==> run_1/final_congestion.png <==
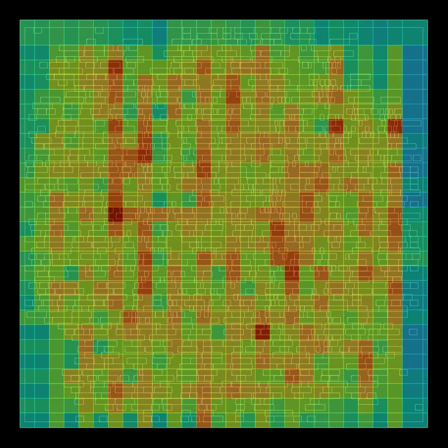
==> run_1/metal_stack.png <==
Only two layers are drawn.
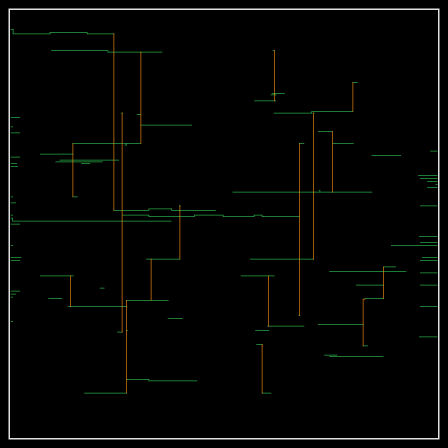
==> run_1/clock_map.png <==
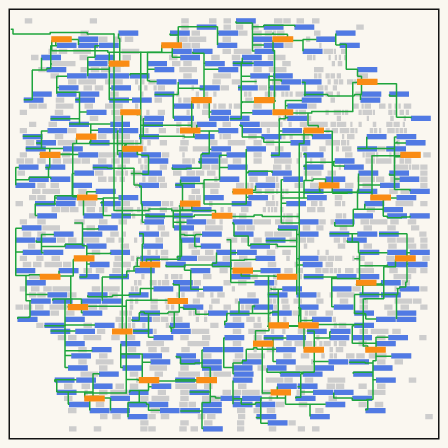
===== src/rtl/sb_tx_pkg.sv =====
// sb_tx_pkg: shared sideband TX defaults, serializer states and frame type
package sb_tx_pkg;
   localparam int SB_WORD_W = 64;
   localparam int SB_GAP_UI = 32;
   typedef enum logic [1:0] {SER_IDLE, SER_SHIFT, SER_GAP} sb_ser_state_e;
   typedef struct packed {
      logic                 last;
      logic [SB_WORD_W-1:0] data;
   } sb_frame_t;
endpackage


===== src/rtl/sb_tx_serializer_if.sv =====
// sb_tx_serializer_if: frame push handshake between framers and the sideband serializer
// Signals: frame (W bits), frame_valid (push request), frame_last (final frame of packet), ready (buffer not full).
// Modports: master = framer side, slave = serializer side.
interface sb_tx_serializer_if import sb_tx_pkg::*; #(parameter int W = SB_WORD_W) ();
   logic [W-1:0] frame;
   logic         frame_valid;
   logic         frame_last;
   logic         ready;
   modport master (output frame, frame_valid, frame_last, input ready);
   modport slave (input frame, frame_valid, frame_last, output ready);
endinterface


===== src/rtl/sb_tx_frame_fifo.sv =====
// sb_tx_frame_fifo: synchronous show-ahead FIFO with full/empty/count flags
// Ports: i_clk, i_rst (async, active-high); i_wr_en/i_wr_data push; i_rd_en pop;
//        o_rd_data head entry; o_full, o_empty, o_count occupancy.
module sb_tx_frame_fifo #(
   parameter int W     = 65,
   parameter int DEPTH = 4
) (
   input  logic                     i_clk,
   input  logic                     i_rst,
   input  logic                     i_wr_en,
   input  logic [W-1:0]             i_wr_data,
   input  logic                     i_rd_en,
   output logic [W-1:0]             o_rd_data,
   output logic                     o_full,
   output logic                     o_empty,
   output logic [$clog2(DEPTH):0]   o_count
);
   localparam int AW = $clog2(DEPTH);
   logic [W-1:0]  mem [DEPTH];
   logic [AW-1:0] wr_ptr, rd_ptr;
   logic          wr, rd;
   assign wr        = i_wr_en && !o_full;
   assign rd        = i_rd_en && !o_empty;
   assign o_full    = o_count == (AW+1)'(DEPTH);
   assign o_empty   = o_count == '0;
   assign o_rd_data = mem[rd_ptr];
   always_ff @(posedge i_clk or posedge i_rst)
      if (i_rst) begin
         wr_ptr  <= '0;
         rd_ptr  <= '0;
         o_count <= '0;
         for (int i = 0; i < DEPTH; i++) mem[i] <= '0;
      end else begin
         if (wr) mem[wr_ptr] <= i_wr_data;
         if (wr) wr_ptr <= wr_ptr + AW'(1);
         if (rd) rd_ptr <= rd_ptr + AW'(1);
         o_count <= o_count + (AW+1)'(wr) - (AW+1)'(rd);
      end
endmodule


===== src/rtl/sb_tx_serializer.sv =====
// sb_tx_serializer: buffers sideband frames and shifts them out LSB-first with a low idle gap after each
// Ports: i_clk, i_rst (async, active-high); tx (slave modport: frame/frame_valid/frame_last in, ready out);
//        o_txdata serial lane, o_clk_en forwarded-clock enable, o_packet_sent pulse on last bit of a last frame,
//        o_overflow pulse after a dropped push, o_busy buffer non-empty or serializer active.
// Build option SB_TX_SERIALIZER_STATS_EN adds saturating o_frame_cnt[15:0] and o_drop_cnt[7:0].
module sb_tx_serializer import sb_tx_pkg::*; #(
   parameter int WORD_W     = SB_WORD_W,
   parameter int GAP_UI     = SB_GAP_UI,
   parameter int FIFO_DEPTH = 4
) (
   input  logic              i_clk,
   input  logic              i_rst,
   sb_tx_serializer_if.slave tx,
   output logic              o_txdata,
   output logic              o_clk_en,
   output logic              o_packet_sent,
   output logic              o_overflow,
   output logic              o_busy
`ifdef SB_TX_SERIALIZER_STATS_EN
   ,
   output logic [15:0]       o_frame_cnt,
   output logic [7:0]        o_drop_cnt
`endif
);
   localparam int BW = $clog2(WORD_W);
   localparam int GW = $clog2(GAP_UI) + 1;
   localparam int CW = $clog2(FIFO_DEPTH) + 1;
   localparam logic [BW-1:0] BIT_LAST = BW'(WORD_W - 1);
   localparam logic [BW-1:0] BIT_PEN  = BW'(WORD_W - 2);
   localparam logic [GW-1:0] GAP_LAST = GW'(GAP_UI - 1);
   sb_ser_state_e     state, state_n;
   logic [WORD_W-1:0] shreg, shreg_n;
   logic [BW-1:0]     bit_cnt, bit_cnt_n;
   logic [GW-1:0]     gap_cnt, gap_cnt_n;
   logic [WORD_W:0]   head;
   logic [CW-1:0]     count;
   logic              last_q, last_n, txdata_n, clk_en_n, pop, full, empty, frame_done, drop;
   assign tx.ready   = !full;
   assign drop       = tx.frame_valid && full;
   // registered pulses land together with bit WORD_W-1, so they are armed one bit earlier
   assign frame_done = state == SER_SHIFT && bit_cnt == BIT_PEN;
   assign o_busy     = count != '0 || state != SER_IDLE;
   sb_tx_frame_fifo #(.W(WORD_W + 1), .DEPTH(FIFO_DEPTH)) u_fifo (
      .i_clk     (i_clk),
      .i_rst     (i_rst),
      .i_wr_en   (tx.frame_valid && !full),
      .i_wr_data ({tx.frame_last, tx.frame}),
      .i_rd_en   (pop),
      .o_rd_data (head),
      .o_full    (full),
      .o_empty   (empty),
      .o_count   (count)
   );
   always_comb begin
      state_n   = state;
      shreg_n   = shreg;
      bit_cnt_n = bit_cnt;
      gap_cnt_n = gap_cnt;
      last_n    = last_q;
      txdata_n  = 1'b0;
      clk_en_n  = 1'b0;
      pop       = 1'b0;
      case (state)
         SER_IDLE: pop = !empty;
         SER_SHIFT:
            if (bit_cnt == BIT_LAST) begin
               state_n   = SER_GAP;
               gap_cnt_n = '0;
            end else begin
               shreg_n   = shreg >> 1;
               bit_cnt_n = bit_cnt + BW'(1);
               txdata_n  = shreg[1];
               clk_en_n  = 1'b1;
            end
         SER_GAP:
            if (gap_cnt == GAP_LAST) begin
               pop     = !empty;
               state_n = SER_IDLE;
            end else gap_cnt_n = gap_cnt + GW'(1);
         default: state_n = SER_IDLE;
      endcase
      // a pop from IDLE or from the end of the gap starts the next frame with no bubble
      if (pop) begin
         state_n   = SER_SHIFT;
         shreg_n   = head[WORD_W-1:0];
         last_n    = head[WORD_W];
         bit_cnt_n = '0;
         txdata_n  = head[0];
         clk_en_n  = 1'b1;
      end
   end
   always_ff @(posedge i_clk or posedge i_rst)
      if (i_rst) begin
         state         <= SER_IDLE;
         shreg         <= '0;
         bit_cnt       <= '0;
         gap_cnt       <= '0;
         last_q        <= 1'b0;
         o_txdata      <= 1'b0;
         o_clk_en      <= 1'b0;
         o_packet_sent <= 1'b0;
         o_overflow    <= 1'b0;
      end else begin
         state         <= state_n;
         shreg         <= shreg_n;
         bit_cnt       <= bit_cnt_n;
         gap_cnt       <= gap_cnt_n;
         last_q        <= last_n;
         o_txdata      <= txdata_n;
         o_clk_en      <= clk_en_n;
         o_packet_sent <= frame_done && last_q;
         o_overflow    <= drop;
      end
`ifdef SB_TX_SERIALIZER_STATS_EN
   always_ff @(posedge i_clk or posedge i_rst)
      if (i_rst) begin
         o_frame_cnt <= '0;
         o_drop_cnt  <= '0;
      end else begin
         if (frame_done && o_frame_cnt != '1) o_frame_cnt <= o_frame_cnt + 16'd1;
         if (drop && o_drop_cnt != '1) o_drop_cnt <= o_drop_cnt + 8'd1;
      end
`endif
endmodule

===== src/flat_wrapper.sv =====
// flat-port wrapper written by rule: the top's interface ports become plain ports
module sb_tx_serializer_flat import sb_tx_pkg::*;
#(
   parameter int WORD_W     = SB_WORD_W,
   parameter int GAP_UI     = SB_GAP_UI,
   parameter int FIFO_DEPTH = 4
)
  (i_clk, i_rst, o_txdata, o_clk_en, o_packet_sent, o_overflow, o_busy, tx_frame, tx_frame_valid, tx_frame_last, tx_ready);
  sb_tx_serializer_if tx_i ();
  input  logic i_clk;
  input  logic i_rst;
  output logic o_txdata;
  output logic o_clk_en;
  output logic o_packet_sent;
  output logic o_overflow;
  output logic o_busy;
  input wire logic [$bits(tx_i.frame)-1:0] tx_frame;
  input wire logic [$bits(tx_i.frame_valid)-1:0] tx_frame_valid;
  input wire logic [$bits(tx_i.frame_last)-1:0] tx_frame_last;
  output wire logic [$bits(tx_i.ready)-1:0] tx_ready;
  assign tx_i.frame = tx_frame;
  assign tx_i.frame_valid = tx_frame_valid;
  assign tx_i.frame_last = tx_frame_last;
  assign tx_ready = tx_i.ready;
  sb_tx_serializer #(.WORD_W(WORD_W), .GAP_UI(GAP_UI), .FIFO_DEPTH(FIFO_DEPTH)) u_core (.i_clk(i_clk), .i_rst(i_rst), .tx(tx_i), .o_txdata(o_txdata), .o_clk_en(o_clk_en), .o_packet_sent(o_packet_sent), .o_overflow(o_overflow), .o_busy(o_busy));
endmodule

===== config.mk =====
export PLATFORM = sky130hd
export DESIGN_NAME = sb_tx_serializer_flat
export DESIGN_NICKNAME = d
export VERILOG_FILES = /design/src/rtl/sb_tx_pkg.sv /design/src/rtl/sb_tx_serializer_if.sv /design/src/rtl/sb_tx_frame_fifo.sv /design/src/rtl/sb_tx_serializer.sv /design/src/flat_wrapper.sv
export SDC_FILE = /design/constraint.sdc
export NUM_CORES = 1
export LEC_CHECK = 0
export CORE_MARGIN = 2
export CORE_UTILIZATION = 45
export DETAILED_ROUTE_END_ITERATION = 7
export GPL_TIMING_DRIVEN = 0
export SYNTH_ARGS = -nofsm -noshare
export SYNTH_HDL_FRONTEND = slang
export SYNTH_SLANG_ARGS = --single-unit
export TNS_END_PERCENT = 100

===== constraint.sdc =====
create_clock -name i_clk -period 16.8 [get_ports i_clk]
set_input_delay 3.36 -clock i_clk [delete_from_list [all_inputs] [get_ports i_clk]]
set_output_delay 3.36 -clock i_clk [all_outputs]
set_load 0.05 [all_outputs]

==> flow_metrics.env, run 1 <==
# yosys + openroad results
export IMPL_grt_use_total_pct=18.7
export IMPL_wl_met2_mm=15.1
export IMPL_yosys_area_share_simple_pct=3.51
export IMPL_relSlewSlack_pct=36.5
export IMPL_gp_congestion=0.709
export IMPL_arrival_ps=3510
export IMPL_hpwl_mm=20.6
export IMPL_hold_path_depth=1
export IMPL_stdcell_area_sq_um=18400
export IMPL_crit_family="buffers and inverters"
export IMPL_synthMuxAreaShare_pct=32.1
export IMPL_cts_sinks=349
export IMPL_clk_share_pct=6.76
export IMPL_comb_cell_power_mw=1.57
export IMPL_inverters=14
export IMPL_startpoint_type="register"
export IMPL_worst_hold_slack_ps=487
export IMPL_numCtsBuffers=40
export IMPL_synthXorXnorAreaFrac_pct=0.389
export IMPL_dominant_cells="sequential cells"
export IMPL_buffer_area_share_pct=7.41
export IMPL_grt_antenna_before_repair=1
export IMPL_timing_max_cap_violations=0
export IMPL_largest_area_cell="dfrtp_1"
export IMPL_comb_area_sq_um=6440
export IMPL_dr_wl_met3_mm=1.06
export IMPL_placed_area_sq_um=17200
export IMPL_flop_cell="dfrtp_1"
export IMPL_hold_buffers=0
export IMPL_lay_top_cells="349 x dfrtp_1, 240 x mux2_2, 73 x clkdlybuf4s50_1"
export IMPL_setup_tns_ps=0
export IMPL_drive_above_1_share_pct=37.4
export IMPL_clock_fmax_ghz=0.146
export IMPL_setup_viol=0
export IMPL_swShare_pct=32.0
export IMPL_warnings=38
export IMPL_netSwitchingPower_mw=1.24
export IMPL_fin_crit_ps=6870
export IMPL_powerSeq_mw=1.48
export IMPL_ys_warn_count=0
export IMPL_nets=1254
export IMPL_r2r_end="u_core.u_fifo.o_count[2]"
export IMPL_power_density_nw_per_um2=210
export IMPL_layout_top_cell="dfrtp_1"
export IMPL_largest_register_ffs=260
export IMPL_hold_viol_final=0
export IMPL_dp_cells=1586
export IMPL_grt_max_degree=123
export IMPL_report_final_slew_viol_count=0
export IMPL_clock_power_mw=0.827
export IMPL_clk_pin_slew_ps=60
export IMPL_overflow=0
export IMPL_pre_cts_ws_ps=10440
export IMPL_drcViolationCount=0
export IMPL_r2r_setup_slack_ps=13830
export IMPL_crit_chain="nor3_2, buf_2, buf_1, nand2_1, clkdlybuf4s50_1"
export IMPL_top_register="u_core.u_fifo.mem"
export IMPL_use_met1_pct=26.4
export IMPL_r2r_start="u_core.u_fifo.o_count[1]"
export IMPL_status="finished clean"
export IMPL_cts_tree="done"
export IMPL_hold_start="u_core.u_fifo.mem[221]"
export IMPL_maxPowerGroup="combinational logic"
export IMPL_cts_path_max_buffers=3
export IMPL_cts_setup_buffers=0
export IMPL_grtUsageMet3_pct=3.08
export IMPL_top_cell="dfrtp_1"
export IMPL_fp_utilization_pct=45.7
export IMPL_synth_cell_area_sq_um=15800
export IMPL_sh_comb_area_pct=35.0
export IMPL_leakagePower_nw=7.75
export IMPL_hold_class="register to register"
export IMPL_vdd_ir_drop_max_mv=0.119
export IMPL_row_count=68
export IMPL_dr_pass1_iters=4
export IMPL_tap_cells=455
export IMPL_final_cells=1655
export IMPL_synth_edff_count=0
export IMPL_syn2layout_area_growth_pct=16.7
export IMPL_via_per_inst=5.44
export IMPL_seq_share_pct=47.4
export IMPL_core_sq_um=34500
export IMPL_rsz0062_at_grt="no"
export IMPL_area_leaders="dfrtp_1 55%, mux2_2 17%, mux4_2 9.3%"
export IMPL_grt_pass1_vias=9559
export IMPL_fp_nets=1136
export IMPL_top_layer="met4"
export IMPL_yosys_top_cells_count="349 x dfrtp_1, 240 x mux2_2, 65 x mux2i_1, 65 x mux4_2, 63 x nor3_1"
export IMPL_register_area_sq_um=8730
export IMPL_syn_avg_cell_area_sq_um=15.0
export IMPL_num_fill_cells=3016
export IMPL_comb_power_share_pct=40.5
export IMPL_busiest_layer="met2"
export IMPL_ant_nets=0
export IMPL_seqPwrFrac_pct=38.2
export IMPL_syn_inst=1055
export IMPL_n_antenna_cell=1
export IMPL_slowest_stage="nor3_2"
export IMPL_endpoint="o_busy"
export IMPL_crit_cells=5
export IMPL_cts_root_buffer="clkbuf_16"
export IMPL_required_ps=13440
export IMPL_setup_slack_ps=9930
export IMPL_die_w_microns=191
export IMPL_topCombFamilyByArea="multiplexers"
export IMPL_n_all_buffers=152
export IMPL_synth_flop_count=349
export IMPL_dieHeight_microns=191
export IMPL_max_slew_worst_pin_slew_ps=947
export IMPL_hold_end="u_core.u_fifo.mem[221]"
export IMPL_synth_stat_cells=1055
export IMPL_portBuffers=73
export IMPL_crit_type="register to primary output"
export IMPL_intPower_mw=2.63
export IMPL_chipArea_sq_um=36600
export IMPL_comb_cells=616
export IMPL_startpoint="u_core.u_fifo.o_count[1]"
export IMPL_ys_area_sq_um=15800
export IMPL_top_cell_area_share_pct=55.4
export IMPL_ys_seq_share_pct=55.4
export IMPL_reg_top3="u_core.u_fifo.mem x260, u_core.shreg x63"
export IMPL_grt_pass1_wl_mm=53.3
export IMPL_fa_ha_area_share_pct=1.08
-- final_congestion.png (at the start) --
M2 GR Usage: 30.1%
DR WL/cell: 19.4 microns
fin util: 53.3%

-- metal_stack.png (at the start) --
Key: green = met3 [wire length 1060 microns]; orange = met4 [wire length 624 microns]
final wirelength: 32.2 mm
via count: 9005

-- clock_map.png (at the start) --
Key: blue = flip-flops [count 349]; orange = cells driving clock nets [count 40]; green = clock wires [length 4550 microns]
Position of the flops: all over the die.
Worst-Skew Late Latency: 530 ps
worst-case clock skew: 10.3 ps
clock power share: 21.3%

==> run 1 -> run 2 <==
==> constraint.sdc (replaced) <==
create_clock -name i_clk -period 6.7 [get_ports i_clk]
set_input_delay 1.34 -clock i_clk [delete_from_list [all_inputs] [get_ports i_clk]]
set_output_delay 1.34 -clock i_clk [all_outputs]
set_load 0.05 [all_outputs]
==> run 2 against run 1 <==
Net effect:
- count of clock-buffer cells in the layout decreased by 4
- critical path depth is the same
- hold slack gained 0.67 ps
- routed wire length increased by 0.22%
- clock skew up 9.2 ps
- setup slack worse by 8000 ps
- global-route usage fell by 0.28 points
- first-iteration DRC count shrank 20%
- synthesized cell count is the same
- critical path type unchanged
==> flow_metrics.env, run 2 <==
# yosys + openroad results
export IMPL_status="finished clean"
export IMPL_top_layer="met4"
export IMPL_cts_sinks=349
export IMPL_ys_area_sq_um=15800
export IMPL_placed_area_sq_um=17300
export IMPL_leakagePower_nw=7.79
export IMPL_reg_top3="u_core.u_fifo.mem x260, u_core.shreg x63"
export IMPL_synth_flop_count=349
export IMPL_p_clk_share_pct=21.5
export IMPL_required_ps=5360
export IMPL_r2r_end="u_core.u_fifo.o_count[2]"
export IMPL_hold_buffers=0
export IMPL_report_final_slew_viol_count=0
export IMPL_drive_above_1_share_pct=37.7
export IMPL_synth_cell_area_sq_um=15800
export IMPL_grt_use_total_pct=18.5
export IMPL_ys_async_sr_fraction_pct=100
export IMPL_grt_max_degree=41
export IMPL_fp_nets=1136
export IMPL_ys_warn_count=0
export IMPL_synthXorXnorAreaFrac_pct=0.389
export IMPL_startpoint="u_core.u_fifo.o_count[1]"
export IMPL_fp_utilization_pct=45.7
export IMPL_crit_family="buffers and inverters"
export IMPL_r2r_start="u_core.u_fifo.o_count[1]"
export IMPL_comb_power_share_pct=40.5
export IMPL_arrival_ps=3470
export IMPL_yosys_area_share_simple_pct=3.51
export IMPL_flop_cell="dfrtp_1"
export IMPL_via_per_inst=5.40
export IMPL_cts_setup_buffers=0
export IMPL_vdd_ir_drop_max_mv=0.254
export IMPL_clk_pin_slew_ps=60
export IMPL_buffer_area_share_pct=8.00
export IMPL_area_leaders="dfrtp_1 55%, mux2_2 17%, mux4_2 9.3%"
export IMPL_hpwl_mm=21.2
export IMPL_ys_seq_share_pct=55.4
export IMPL_clock_power_mw=2.10
export IMPL_hold_class="register to register"
export IMPL_grt_pass1_wl_mm=53.0
export IMPL_r2r_setup_slack_ps=3720
export IMPL_relSlewSlack_pct=33.0
export IMPL_maxPowerGroup="combinational logic"
export IMPL_endpoint="o_busy"
export IMPL_intPower_mw=6.63
export IMPL_rsz0062_at_grt="no"
export IMPL_nets=1260
export IMPL_numCtsBuffers=39
export IMPL_cts_path_max_buffers=3
export IMPL_hold_viol_final=0
export IMPL_powerSeq_mw=3.70
export IMPL_ant_nets=0
export IMPL_finish_utilization_pct=53.6
export IMPL_syn2layout_area_growth_pct=17.4
export IMPL_fa_ha_area_share_pct=1.08
export IMPL_dominant_cells="sequential cells"
export IMPL_pre_cts_ws_ps=2350
export IMPL_cts_root_buffer="clkbuf_16"
export IMPL_comb_cell_power_mw=3.94
export IMPL_seqPwrFrac_pct=38.0
export IMPL_largest_area_cell="dfrtp_1"
export IMPL_dr_wl_met3_mm=1.07
export IMPL_crit_type="register to primary output"
export IMPL_num_fill_cells=2972
export IMPL_fin_crit_ps=4810
export IMPL_largest_register_ffs=260
export IMPL_setup_slack_ps=1890
export IMPL_avgRoutedWirePerCell_microns=19.4
export IMPL_clk_share_pct=6.71
export IMPL_synthMuxAreaShare_pct=32.1
export IMPL_register_area_sq_um=8730
export IMPL_hold_start="u_core.u_fifo.mem[217]"
export IMPL_warnings=32
export IMPL_busiest_layer="met2"
export IMPL_finClkSkew_ps=19.6
export IMPL_hold_end="u_core.u_fifo.mem[217]"
export IMPL_startpoint_type="register"
export IMPL_seq_share_pct=47.1
export IMPL_top_cell="dfrtp_1"
export IMPL_power_density_nw_per_um2=526
export IMPL_grtUsageMet3_pct=2.97
export IMPL_use_met1_pct=26.3
export IMPL_grt_antenna_before_repair=1
export IMPL_comb_area_sq_um=6440
export IMPL_timing_max_cap_violations=0
export IMPL_dp_cells=1593
export IMPL_top_register="u_core.u_fifo.mem"
export IMPL_top_cell_area_share_pct=55.4
export IMPL_portBuffers=73
export IMPL_gr_usage_met2_pct=29.7
export IMPL_tap_cells=455
export IMPL_comb_cells=616
export IMPL_core_sq_um=34500
export IMPL_layout_top_cell="dfrtp_1"
export IMPL_slowest_stage="nor3_2"
export IMPL_cts_tree="done"
export IMPL_inverters=14
export IMPL_clock_fmax_ghz=0.208
export IMPL_gp_congestion=0.720
export IMPL_crit_chain="nor3_2, buf_2, buf_1, nand2_1, clkdlybuf4s50_1"
export IMPL_crit_cells=5
export IMPL_swShare_pct=32.0
export IMPL_row_count=68
export IMPL_chipArea_sq_um=36600
export IMPL_synth_stat_cells=1055
export IMPL_clkbuf_count=55
export IMPL_setup_viol=0
export IMPL_drcViolationCount=0
export IMPL_dr_pass1_iters=4
export IMPL_syn_inst=1055
export IMPL_n_antenna_cell=1
export IMPL_stdcell_area_sq_um=18500
export IMPL_clock_latency_ps=530
export IMPL_final_cells=1660
export IMPL_dieHeight_microns=191
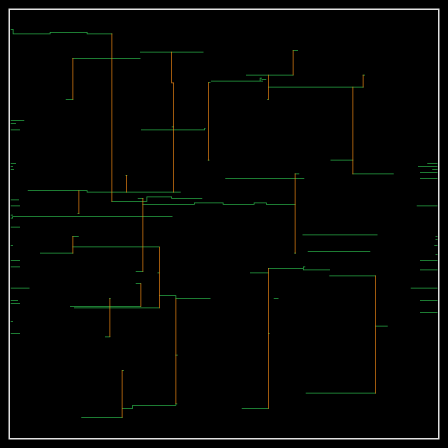
(run_2/metal_stack.png)
Only two layers are drawn.
Key: orange = met4 [wire length 588 microns]; green = met3 [wire length 1070 microns]
final wirelength: 32.2 mm
via count: 8968

==> run 2 -> run 3 <==
==> constraint.sdc (replaced) <==
create_clock -name i_clk -period 4 [get_ports i_clk]
set_input_delay 0.8 -clock i_clk [delete_from_list [all_inputs] [get_ports i_clk]]
set_output_delay 0.8 -clock i_clk [all_outputs]
set_load 0.05 [all_outputs]
==> run 3 against run 2 <==
Net effect:
- synthesized area is the same
- setup slack worse by 1500 ps
- register-to-register slack got worse by 2600 ps
- count of clock-buffer cells in the layout unchanged
- sequential share of layout area barely moved
- global-route usage about the same
- critical path depth did not move
- sequential cell count is the same
==> flow_metrics.env, run 3 <==
# yosys + openroad results
export IMPL_drive_above_1_share_pct=37.8
export IMPL_seqPwrFrac_pct=38.0
export IMPL_numCtsBuffers=39
export IMPL_synthXorXnorAreaFrac_pct=0.389
export IMPL_grt_max_degree=41
export IMPL_top_layer="met4"
export IMPL_comb_cell_power_mw=6.61
export IMPL_stdcell_area_sq_um=18500
export IMPL_dr_pass1_iters=4
export IMPL_fa_ha_area_share_pct=1.08
export IMPL_crit_type="register to primary output"
export IMPL_ant_nets=0
export IMPL_ys_async_sr_fraction_pct=100
export IMPL_seq_share_pct=47.1
export IMPL_setup_slack_ps=381
export IMPL_leakagePower_nw=7.80
export IMPL_syn_inst=1055
export IMPL_relSlewSlack_pct=67.0
export IMPL_portBuffers=73
export IMPL_hold_class="register to register"
export IMPL_finClkSkew_ps=21.0
export IMPL_hold_end="u_core.u_fifo.mem[256]"
export IMPL_vdd_ir_drop_max_mv=0.425
export IMPL_r2r_start="u_core.gap_cnt[0]"
export IMPL_cts_setup_buffers=1
export IMPL_comb_cells=616
export IMPL_status="finished clean"
export IMPL_cts_sinks=349
export IMPL_ys_seq_share_pct=55.4
export IMPL_nets=1261
export IMPL_layout_top_cell="dfrtp_1"
export IMPL_buffer_area_share_pct=8.04
export IMPL_hold_start="u_core.u_fifo.mem[256]"
export IMPL_top_cell="dfrtp_1"
export IMPL_maxPowerGroup="combinational logic"
export IMPL_comb_area_sq_um=6440
export IMPL_report_final_slew_viol_count=0
export IMPL_swShare_pct=31.9
export IMPL_clkbuf_count=55
export IMPL_top_cell_area_share_pct=55.4
export IMPL_warnings=33
export IMPL_rsz0062_at_grt="no"
export IMPL_top_register="u_core.u_fifo.mem"
export IMPL_fp_utilization_pct=45.7
export IMPL_gr_usage_met2_pct=29.7
export IMPL_crit_chain="nor3_4, buf_2, buf_1, nand2_1, clkdlybuf4s50_1"
export IMPL_dominant_cells="sequential cells"
export IMPL_intPower_mw=11.1
export IMPL_clk_share_pct=6.71
export IMPL_comb_power_share_pct=40.5
export IMPL_yosys_area_share_simple_pct=3.51
export IMPL_inverters=14
export IMPL_r2r_setup_slack_ps=1110
export IMPL_reg_top3="u_core.u_fifo.mem x260, u_core.shreg x63"
export IMPL_grt_use_total_pct=18.5
export IMPL_tap_cells=455
export IMPL_grt_antenna_before_repair=1
export IMPL_gp_congestion=0.720
export IMPL_hpwl_mm=21.2
export IMPL_clock_power_mw=3.51
export IMPL_flop_cell="dfrtp_1"
export IMPL_startpoint_type="register"
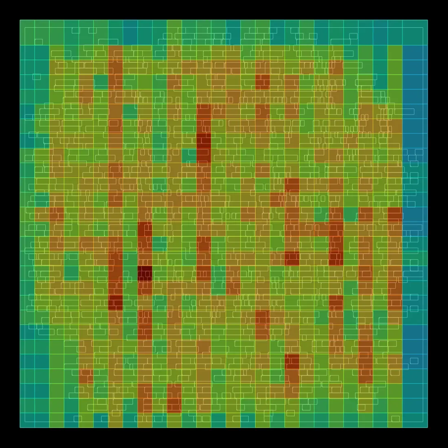
(run_3/final_congestion.png)
grt met3 use: 2.97%
layer with the highest usage: met2
fin util: 53.7%

Power and IR drop assume default switching activity.
